[config.mk]
export PLATFORM = sky130hd
export DESIGN_NAME = mem_arbiter
export DESIGN_NICKNAME = d
export VERILOG_FILES = /design/src/rtl/mem_arbiter.sv
export SDC_FILE = /design/constraint.sdc
export NUM_CORES = 1
export LEC_CHECK = 0
export CAP_MARGIN = 15
export CORE_MARGIN = 2
export CORE_UTILIZATION = 29
export CTS_BUF_LIST = sky130_fd_sc_hd__clkbuf_8
export CTS_CLUSTER_SIZE = 28
export DETAILED_ROUTE_END_ITERATION = 10
export GPL_ROUTABILITY_DRIVEN = 0
export PLACE_DENSITY = 0.92
export SKIP_LAST_GASP = 1
export SLEW_MARGIN = 20
export SYNTH_ARGS = -nofsm -noshare
export SYNTH_HDL_FRONTEND = slang
export SYNTH_SLANG_ARGS = --single-unit
[constraint.sdc]
create_clock -name clk -period 3.26 [get_ports clk]
set_input_delay 0.489 -clock clk [delete_from_list [all_inputs] [get_ports clk]]
set_output_delay 0.489 -clock clk [all_outputs]
set_load 0.005 [all_outputs]
[src/rtl/mem_arbiter.sv]
// Two-requester arbiter in front of a single-port data memory: round-robin with
// a bounded lock, combinational grant, and a one-cycle-latency read return path.
module mem_arbiter #(
  parameter int unsigned LOCK_MAX = 8
) (
  input  logic        clk,
  input  logic        reset_ni,

  input  logic        r0_req_i,
  input  logic        r0_we_i,
  input  logic        r0_lock_i,
  input  logic [15:0] r0_addr_i,
  input  logic [15:0] r0_wdata_i,
  output logic        r0_gnt_o,
  output logic        r0_rvalid_o,
  output logic [15:0] r0_rdata_o,

  input  logic        r1_req_i,
  input  logic        r1_we_i,
  input  logic        r1_lock_i,
  input  logic [15:0] r1_addr_i,
  input  logic [15:0] r1_wdata_i,
  output logic        r1_gnt_o,
  output logic        r1_rvalid_o,
  output logic [15:0] r1_rdata_o,

  output logic [15:0] mem_addr_o,
  output logic        mem_we_o,
  output logic [15:0] mem_wdata_o,
  input  logic [15:0] mem_rdata_i
);

  localparam logic [7:0] LockMax = 8'(LOCK_MAX);

  // Requester encoding: 1'b0 = r0, 1'b1 = r1.
  logic       last_gnt_q, last_gnt_d;
  logic       lock_vld_q, lock_vld_d;
  logic       lock_own_q, lock_own_d;
  logic [7:0] lock_cnt_q, lock_cnt_d;
  logic       r0_rvalid_q, r0_rvalid_d;
  logic       r1_rvalid_q, r1_rvalid_d;

  logic contended;
  logic lock_expired;
  logic lock_break;
  logic any_gnt;
  logic win;
  logic win_lock;
  logic win_we;

  assign contended    = r0_req_i & r1_req_i;
  assign lock_expired = (lock_cnt_q >= LockMax);
  assign lock_break   = contended & lock_vld_q & lock_expired;

  // Winner selection; all grants are suppressed while reset is asserted.
  always_comb begin
    any_gnt = 1'b0;
    win     = 1'b0;
    if (reset_ni) begin
      if (contended) begin
        any_gnt = 1'b1;
        if (lock_vld_q && !lock_expired) begin
          win = lock_own_q;
        end else if (lock_vld_q) begin
          win = ~lock_own_q;
        end else begin
          win = ~last_gnt_q;
        end
      end else if (r0_req_i) begin
        any_gnt = 1'b1;
        win     = 1'b0;
      end else if (r1_req_i) begin
        any_gnt = 1'b1;
        win     = 1'b1;
      end
    end
  end

  assign r0_gnt_o = any_gnt & ~win;
  assign r1_gnt_o = any_gnt &  win;

  always_comb begin
    mem_addr_o  = 16'h0000;
    mem_wdata_o = 16'h0000;
    win_we      = 1'b0;
    win_lock    = 1'b0;
    if (any_gnt) begin
      if (win) begin
        mem_addr_o  = r1_addr_i;
        mem_wdata_o = r1_wdata_i;
        win_we      = r1_we_i;
        win_lock    = r1_lock_i;
      end else begin
        mem_addr_o  = r0_addr_i;
        mem_wdata_o = r0_wdata_i;
        win_we      = r0_we_i;
        win_lock    = r0_lock_i;
      end
    end
  end

  assign mem_we_o = any_gnt & win_we;

  // Lock ownership lasts exactly one cycle past a locked grant; the counter only
  // advances while the other side is actually waiting.
  always_comb begin
    last_gnt_d = last_gnt_q;
    lock_vld_d = 1'b0;
    lock_own_d = lock_own_q;
    lock_cnt_d = 8'h00;
    if (any_gnt) begin
      last_gnt_d = win;
      if (win_lock && !lock_break) begin
        lock_vld_d = 1'b1;
        lock_own_d = win;
        if (lock_vld_q && (lock_own_q == win)) begin
          lock_cnt_d = (contended && (lock_cnt_q != 8'hFF)) ? lock_cnt_q + 8'h01 : lock_cnt_q;
        end else begin
          lock_cnt_d = contended ? 8'h01 : 8'h00;
        end
      end
    end
  end

  assign r0_rvalid_d = r0_gnt_o & ~r0_we_i;
  assign r1_rvalid_d = r1_gnt_o & ~r1_we_i;

  always_ff @(posedge clk or negedge reset_ni) begin
    if (!reset_ni) begin
      last_gnt_q  <= 1'b1;
      lock_vld_q  <= 1'b0;
      lock_own_q  <= 1'b0;
      lock_cnt_q  <= 8'h00;
      r0_rvalid_q <= 1'b0;
      r1_rvalid_q <= 1'b0;
    end else begin
      last_gnt_q  <= last_gnt_d;
      lock_vld_q  <= lock_vld_d;
      lock_own_q  <= lock_own_d;
      lock_cnt_q  <= lock_cnt_d;
      r0_rvalid_q <= r0_rvalid_d;
      r1_rvalid_q <= r1_rvalid_d;
    end
  end

  assign r0_rvalid_o = r0_rvalid_q;
  assign r1_rvalid_o = r1_rvalid_q;
  assign r0_rdata_o  = r0_rvalid_q ? mem_rdata_i : 16'h0000;
  assign r1_rdata_o  = r1_rvalid_q ? mem_rdata_i : 16'h0000;

endmodule

==> CHANGELOG.md, run 1 <==
### Changed

- Status: finished, final reports clean
- Ys cells: 225
- Root buf cell: clkbuf_8
- Vias in the first global route: 1,970
- Uppermost routed layer: met4
- Count of library flops with an enable pin: 0
- Setup Skew: 0.00365 ns
- Area leader, netlist: dfrtp_1
- Yosys chip area: 0.00146 mm2
- GRT Total Usage: 0.198
- Setup CP Type: register to output pin
- Top Layout Cells: clkdlybuf4s50_1 (120), nand2_1 (69), o21ai_0 (34), and2_1 (33), dlygate4sd2_1 (19)
- Die area: 0.00562 mm2
- Hold Path End: last_gnt_q
- # setup viols final: 0
- WL/cell: 13.5 um
- CTS Buffer Depth: 2
- Kind of cell adding the most delay to the critical path: simple AND/OR/NAND/NOR gates
- Crit path from: lock_cnt_q[7]
- GR met3 Demand/Resource: 0.0295
- Global route overflow: 0
- Dominant register cell: dfrtp_1
- Post-route minimum period: 3.09 ns
- CP Depth: 7
- CORE AREA: 0.00479 mm2
- Slowest cell on crit path: or4_4
- Final Hold Fails: 0
- Total number of vias: 2,132
- Synthesized area: 0.00146 mm2
- Crit start category: register
- Detail Route met3 WL: 574 um
- Drt via density: 4.75
- Mapped Cells: 225
- Synth mux share: 0.0651
- Leak Pwr: 1.59 nW
- Tool Warnings: 28
- DRT iter0 DRCs: 48
- CTS HTree Levels: 1
- Reg clk slew, reported paths: 0.06 ns
- R2r endpoint: lock_cnt_q[6]
- Bufs and invs on worst path: 3
- Total CTS buffers: 3
- FF-to-FF path depth: 7
- Number of cell rows: 25
- PD cells: 197 mW/mm2
- Ys Warns: 0
- Routed wl met2: 3.03 mm
- Worst-margin pin slew: 0.639 ns
- Hpwl dp: 4.76 mm
- Hold Path Class: register to register
## run 1: registers in the layout, indices dropped and copies added (netlist names)
| register | count |
|---|---|
| r0_rvalid_o | 1 |
| lock_cnt_q | 8 |
| r1_rvalid_o | 1 |
| last_gnt_q | 1 |
| lock_vld_q | 1 |
| lock_own_q | 1 |
## run 1: repair_timing
item	4_1_cts	5_1_grt
gates cloned	2	0
pin swaps	1	0
gates resized	24	18
buffers inserted	2	1
hold buffers	0	0
endpoints found under the setup margin	33	16
## run 1: Yosys cell counts (2+ instances only)
cell type  number
nand2_1        69
o21ai_0        34
and2_1         33
nor2_1         15
dfrtp_1        12
clkbuf_1        9
mux2i_1         8
nand3_1         7
buf_4           3
inv_1           3
nand4_1         3
o21bai_1        3
ha_1            2
nor3_1          2
xnor2_1         2
## run 1: power by group
part           switching, mW  total, mW  leakage [nW]  internal, mW
combinational          0.110      0.322          1.39         0.212
clock                 0.0593      0.144        0.0255        0.0845
sequential           0.00982      0.179         0.174         0.169
total                  0.179      0.645          1.59         0.466
## run 1: stage by stage
step / utilization / hold slack [ns] / power, mW / instance area, um2 / cells
after floorplan: - / 0.193 / 0.276 / 1460 / 225
after global placement: 0.647 / 0.449 / 0.499 / 3100 / 440
after detailed placement: 0.647 / 0.459 / 0.505 / 3100 / 440
after CTS: 0.673 / 0.469 / 0.656 / 3220 / 448
after global routing: 0.683 / 0.494 / 0.685 / 3270 / 449
final: 0.683 / 0.466 / 0.645 / 3270 / 449
## run 1: final cells by class
type,instances,area [um2],area share
repair buffers,168,1760,0.537
multi-input cells,193,1030,0.316
flip-flops and latches,13,328,0.100
well taps,67,83.8,0.0256
clock buffers,3,41.3,0.0126
inverters,4,20.0,0.00612
clock inverters,1,5.00,0.00153
**Run 1: nets reached from selected ports**

(4 px per um)
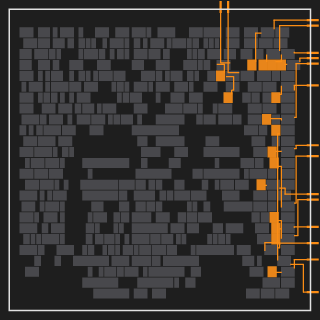
legend:
  r0_rdata_o:
    color: orange
    bits: 16
    direction: output
    end_cells: 16
    buffers: 16
    wire: 244 um
# port buffers: 156
io pins: 157

**Run 1: signal wires on met2**

(4 px per um)
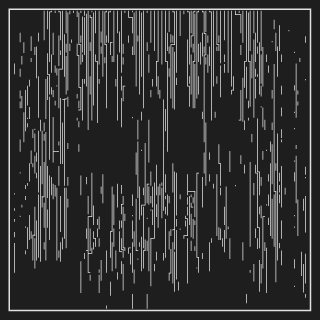
main direction: vertical
wire length on this layer: 3,030 um
share of all routed wire: 50%
final WL: 6.07 mm
met2 Use GR: 0.350

**Run 1: pin map**

(4 px per um) Pins as bars across the die edge, other pins in gray.
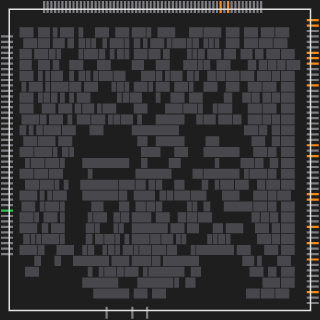
legend:
  r1_lock_i:
    color: green
    pins: 1
    direction: input
    edge: left
  r0_rdata_o:
    color: orange
    pins: 16
    direction: output
    edge: 14 right, 2 top
all pins by edge: 60 top, 53 right, 41 left, 3 bottom
die span in y: 75.0 um
Die W: 75.0 um

**Run 1: metal layers overlaid**

(4 px per um)
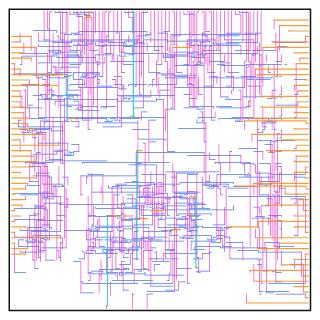

==> inputs of run 2 (changes only) <==
CELL_PAD_IN_SITES_DETAIL_PLACEMENT = 0   (was not set)
CELL_PAD_IN_SITES_GLOBAL_PLACEMENT = 1   (was not set)
CORE_UTILIZATION = 17   (was 29)
PLACE_DENSITY = 0.89   (was 0.92)
**Run 2: metal layers overlaid**

(4 px per um)
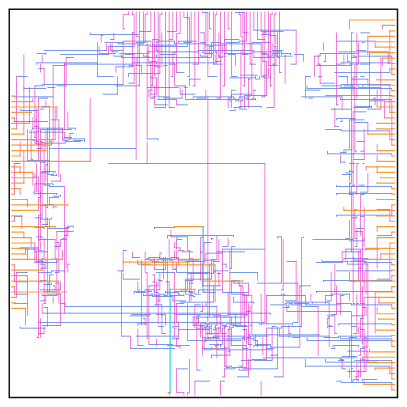
legend:
  metal 2:
    color: magenta
    wire_length: 2,970 um
  metal 4:
    color: cyan
    wire_length: 42.2 um
  metal 3:
    color: orange
    wire_length: 540 um
  metal 1:
    color: blue
    wire_length: 2,480 um

==> run 2 against run 1 <==
  * Combinational power about the same
  * Routed wire length down 0.53%
  * Area after synthesis unchanged
  * Setup slack worse by 0.042 ns
  * Critical path type unchanged
  * Largest cell class unchanged
  * Clock skew up 0.0018 ns
  * Sequential power about the same
  * Cell count up 8.2%
  * Clock-buffer cell count unchanged
  * Final area up 1.2%
  * Hold slack better by 0.015 ns
  * Register-to-register slack better by 0.06 ns
  * Largest power group unchanged
==> CHANGELOG.md, run 2 <==
### Changed

- Status: finished, final reports clean
- DP Cell Count: 480 (+9.1%)
- Commonest cells in the netlist: nand2_1 (69), o21ai_0 (34), and2_1 (33), nor2_1 (15), dfrtp_1 (12)
- Count of library flops with an enable pin: 0 (unchanged)
- Drt via density: 4.33 (-8.9%)
- Ys cells: 225 (unchanged)
- Die area: 0.00935 mm2 (+66%)
- Global route overflow: 0 (unchanged)
- CTS Buffer Depth: 2 (unchanged)
- # port buffers: 156 (unchanged)
- Crit start category: register
- Root buf cell: clkbuf_8
- Hold Path Class: register to register
- Synth top cell by count: nand2_1
- Setup CP Type: register to output pin
- Tool Warnings: 29 (+3.6%)
- Final WL: 6.03 mm (-0.53%)
- FF-to-FF path depth: 7 (unchanged)
- Reg clk slew, reported paths: 0.06 ns (about the same)
- Crit path from: lock_cnt_q[5]
- Hold-fix buffers, CTS: 0 (unchanged)
- Die span in y: 96.7 um (+29%)
- Total number of vias: 2,103 (-1.4%)
- Top Layout Cells: clkdlybuf4s50_1 (123), nand2_1 (69), o21ai_0 (34), and2_1 (33), dlymetal6s2s_1 (21)
- Pwr Total: 649 uW (+0.73%)
- Dominant register cell: dfrtp_1
- Die W: 96.7 um (+29%)
- Vias in the first global route: 2,062 (+4.7%)
- PD cells: 196 mW/mm2 (-0.49%)
- # setup viols final: 0 (unchanged)
- Synthesized area: 0.00146 mm2 (unchanged)
- Worst-margin pin slew: 0.637 ns (-0.00264 ns)
- CTS HTree Levels: 1 (unchanged)
- DRT iter0 DRCs: 62 (+29%)
- Area leader, netlist: dfrtp_1
- Leak Pwr: 1.61 nW (+1.8%)
- WL/cell: 12.4 um (-8.1%)
- Total CTS buffers: 3 (unchanged)
- Post-route minimum period: 3.13 ns (+0.0421 ns)
- Mapped Cells: 225 (unchanged)
- Hold Path End: last_gnt_q
- Number of cell rows: 33 (+32%)
- GRT Total Usage: 0.123 (-0.0752)
- R2r endpoint: lock_cnt_q[6]
- Final std cells w/o fill: 486 (+8.2%)
- Top reg by flops: lock_cnt_q
- Setup Skew: 0.00550 ns (+0.00184 ns)
## run 2: kinds of logic after synthesis
logic type                 synth area share
AOI/OAI and AO/OA                     0.167
xor gates and xnor gates             0.0180
adders and majority gates            0.0171
buffers and inverters                0.0711
DFF                                   0.224
muxes                                0.0651
and+or+nand+nor                       0.438
## run 2: repair_timing
item / in CTS / in global routing
pin swaps: 1 / 0
endpoints found under the setup margin: 32 / 21
setup buffers: 0 / 0
cloned: 2 / 0
resized: 15 / 21
hold endpoints to repair: 0 / 0
## run 2: per-layer routing
metal  up-vias  wire length (um)  global-route usage
met5         -                 0                   0
met4         0                42              0.0195
met3         5               539              0.0267
met2       123              2970               0.236
met1       918              2480               0.142
li1       1057                 -                   -
## run 2: area by class of cell
type	count	area [um2]
timing repair buffer	167	1750
tap	105	131
clock inverter	1	5.00
inverter	4	20.0
multi-input combinational	193	1030
clock buffer	3	41.3
fill	874	4950
sequential	13	327
## run 2: stage by stage
stage | util | instance area [um2] | setup TNS [ns] | hold WS [ns] | setup WS (ns)
2_1_floorplan | - | 1460 | 0 | 0.193 | 0.614
4_1_cts | 0.395 | 3260 | -0.747 | 0.484 | -0.137
3_5_place_dp | 0.382 | 3160 | 0 | 0.474 | 0.129
6_report | 0.401 | 3310 | 0 | 0.481 | 0.126
5_1_grt | 0.401 | 3310 | 0 | 0.513 | 0.0316
3_3_place_gp | 0.382 | 3160 | 0 | 0.449 | 0.161
## run 2: worst max-delay path: stages, from the launching register on
cell and delay, ns:
dfrtp_1 0.38, or4_4 0.57, o2111a_1 0.25, or3_4 0.40, clkinv_4 0.10, buf_16 0.17, clkdlybuf4s50_1 0.52
## run 2: report_power, final
part           total [mW]  switching, mW  internal [mW]
clock network       0.149         0.0644         0.0847
registers           0.179         0.0103          0.169
logic               0.321          0.108          0.213
total               0.649          0.183          0.466
==> inputs of run 3 (changes only) <==
CAP_MARGIN = not set   (was 15)
**Run 3: signal wires on met2**

(3 px per um)
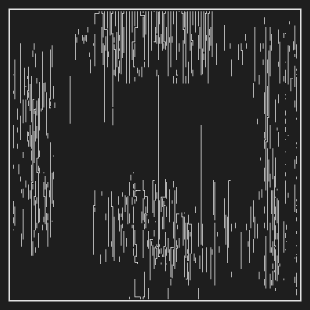
main direction: vertical
longest straight run: 60.5 um
total number of vias: 2,103
met2 Use GR: 0.236
final WL: 6.03 mm

==> run 3 against run 2 <==
  * Final area unchanged
  * Setup slack unchanged
  * Power unchanged
  * Via count unchanged
  * Clock skew unchanged
  * Utilization unchanged
  * First-iteration DRC count unchanged
  * Routed wire length unchanged
  * Clock power about the same
  * Area after synthesis unchanged
  * Fmax unchanged
  * Critical path type unchanged
  * Critical endpoint unchanged
  * Largest cell class unchanged
==> CHANGELOG.md, run 3 <==
### Changed

- Yosys chip area: 0.00146 mm2
- Power Internal: 466 uW (unchanged)
- Comb gate area: 0.00103 mm2 (unchanged)
- Hold Path Class: register to register
- Synth top cell by count: nand2_1
- Global route overflow: 0 (unchanged)
- Ys cells: 225 (unchanged)
- Antenna diode count: 0
- Reg power frac: 0.276 (about the same)
- Final period util: 0.961
- Top Layout Cells: clkdlybuf4s50_1 (123), nand2_1 (69), o21ai_0 (34), and2_1 (33), dlymetal6s2s_1 (21)
- Late-Pin Clk Latency: 0.25 ns
- Leak Pwr: 1.61 nW (unchanged)
- Kind of cell adding the most delay to the critical path: simple AND/OR/NAND/NOR gates
- Top reg by flops: lock_cnt_q
- CTS HTree Levels: 1 (unchanged)
- Reg clk slew, reported paths: 0.06 ns (about the same)
- Clk network pwr share: 0.230 (about the same)
- Crit-path max cell delay: 0.57 ns (about the same)
- Drt via density: 4.33 (unchanged)
- Worst VDD drop: 0.000106 V
- Total CTS buffers: 3 (unchanged)
- Number of cell rows: 33 (unchanged)
- CP required: 2.77 ns
- Hold_ws: 0.481 ns (unchanged)
- Area leader, netlist: dfrtp_1
- Mapped Cells: 225 (unchanged)
- Worst endpoint data arrival time: 2.64 ns
- Hold-fix buffers, CTS: 0 (unchanged)
- CTS Buffer Depth: 2 (unchanged)
- Critical Path, Cell by Cell: or4_4 -> o2111a_1 -> or3_4 -> clkinv_4 -> buf_16 -> clkdlybuf4s50_1
- Synthesized area: 0.00146 mm2 (unchanged)
- R2R Path Start: lock_cnt_q[5]
- P_seq: 179 uW (about the same)
- Setup Skew: 0.00550 ns (unchanged)
- GRT Total Usage: 0.123 (unchanged)
- Slowest cell on crit path: or4_4
- Io pins: 157
- Setup CP Type: register to output pin
- Root buf cell: clkbuf_8
- Min setup slack post-route: 0.126 ns (unchanged)
- Setup bufs post-CTS: 0 (unchanged)
- Crit Path Max Fanout: 29
- Crit path from: lock_cnt_q[5]
- Placement Cell Area: 0.00316 mm2 (unchanged)
- Max Slew Vio Count: 0
- Vias in the first global route: 2,062 (unchanged)
- Reg area: 327 um2 (unchanged)
- PD cells: 196 mW/mm2 (unchanged)
- Setup TNS: 0 ns (unchanged)
- Ys Warns: 0
- First-pass DRT Iterations: 4
- Comb. pwr: 321 uW (about the same)
- Largest net degree at the start of global routing: 31
- Logic pwr share: 0.494 (about the same)
- Dominant register cell: dfrtp_1
- Count of library flops with an enable pin: 0 (unchanged)
- Min-delay src: last_gnt_q
- Crit. End Element: output pin
- Slew headroom: 0.571
- Top power group: combinational logic
- Sw frac: 0.282 (unchanged)
- Place WS: 0.129 ns (unchanged)
- # port buffers: 156 (unchanged)
- Post-route minimum period: 3.13 ns (unchanged)
- Bufs and invs on worst path: 3 (unchanged)
- Die W: 96.7 um (unchanged)
- Fill count: 874 (unchanged)
- Crit start category: register
- WL/cell: 12.4 um (unchanged)
- # setup viols final: 0 (unchanged)
- Final-stage net count: 472
- Area grow syn2layout: 127%
- Commonest cells in the netlist: nand2_1 (69), o21ai_0 (34), and2_1 (33), nor2_1 (15), dfrtp_1 (12)
- Die span in y: 96.7 um (unchanged)
- Final Core Density: 0.401 (unchanged)
- Net Switching: 183 uW (unchanged)
- Die area: 0.00935 mm2 (unchanged)
- Clock Power: 149 uW (about the same)
- DRT iter0 DRCs: 62 (unchanged)
- Final instance area: 0.00331 mm2 (unchanged)
- Tool Warnings: 29 (unchanged)
- Worst-margin pin slew: 0.637 ns (unchanged)
- Status: finished, final reports clean
## run 3: cell counts in the layout (fill, tap and decap cells not counted)
Identical to the previous run, type by type.
## run 3: cell families after synthesis
logic type | Yosys count | synth area share
mux | 9 | 0.0651
buf+inv | 19 | 0.0711
xor+xnor | 3 | 0.0180
fa+ha+maj | 2 | 0.0171
simple gates | 136 | 0.438
compound gates | 43 | 0.167
flops | 13 | 0.224
## run 3: path summary, 6_finish.rpt
check	to	slack (ns)	depth (start not counted)
min in group asynchronous	lock_vld_q	0.58	2
max in group asynchronous	last_gnt_q	2.43	2
worst min-delay path	last_gnt_q	0.48	2
worst max register to register	lock_cnt_q[6]	0.75	7
worst max-delay path	r1_gnt_o	0.13	6
worst min register to register	last_gnt_q	0.48	2
## run 3: timing repair
action / 4_1_cts / 5_1_grt
hold endpoints to repair: 0 / 0
gates resized: 15 / 21
cloned: 2 / 0
endpoints found under the setup margin: 32 / 21
pin swaps: 1 / 0
## run 3: worst reg2reg max path: stages (launching register included)
cell,delay [ns]
dfrtp_1,0.38
or4_4,0.57
o2111a_1,0.25
or3_4,0.40
clkinv_4,0.10
buf_16,0.17
mux2_4,0.36
a211oi_1,0.18
## run 3: area by class of cell
class,instances,share of cell area
Timing Repair Buffer,167,0.529
Multi-Input combinational cell,193,0.313
Inverter,4,0.00605
Clock buffer,3,0.0125
Tap cell,105,0.0397
Clock inverter,1,0.00151
Sequential cell,13,0.0986
## run 3: routing by layer
layer	track usage	part of all wire	vias up
met1	0.142	0.41	918
met5	0	0	-
met4	0.0195	0.0070	0
li1	-	-	1057
met3	0.0267	0.089	5
met2	0.236	0.49	123
## run 3: stage by stage
stage               power, mW  cells
floorplan               0.276    225
global placement        0.502    480
detailed placement      0.506    480
CTS                     0.667    486
global route            0.691    486
finish                  0.649    486

==> layout pictures side by side <==
Track usage over the die.
Plate I
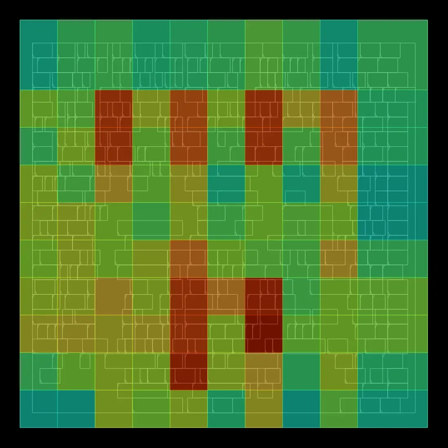
Plate II
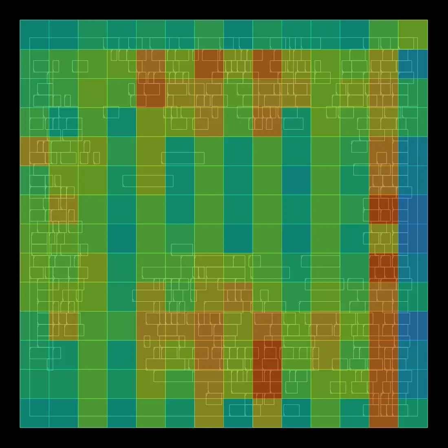
run 1 -> Plate I
run 3 -> Plate II
The one with the highest track usage is Plate I.
The one with the highest utilization is Plate I.

Power and IR drop assume default switching activity.
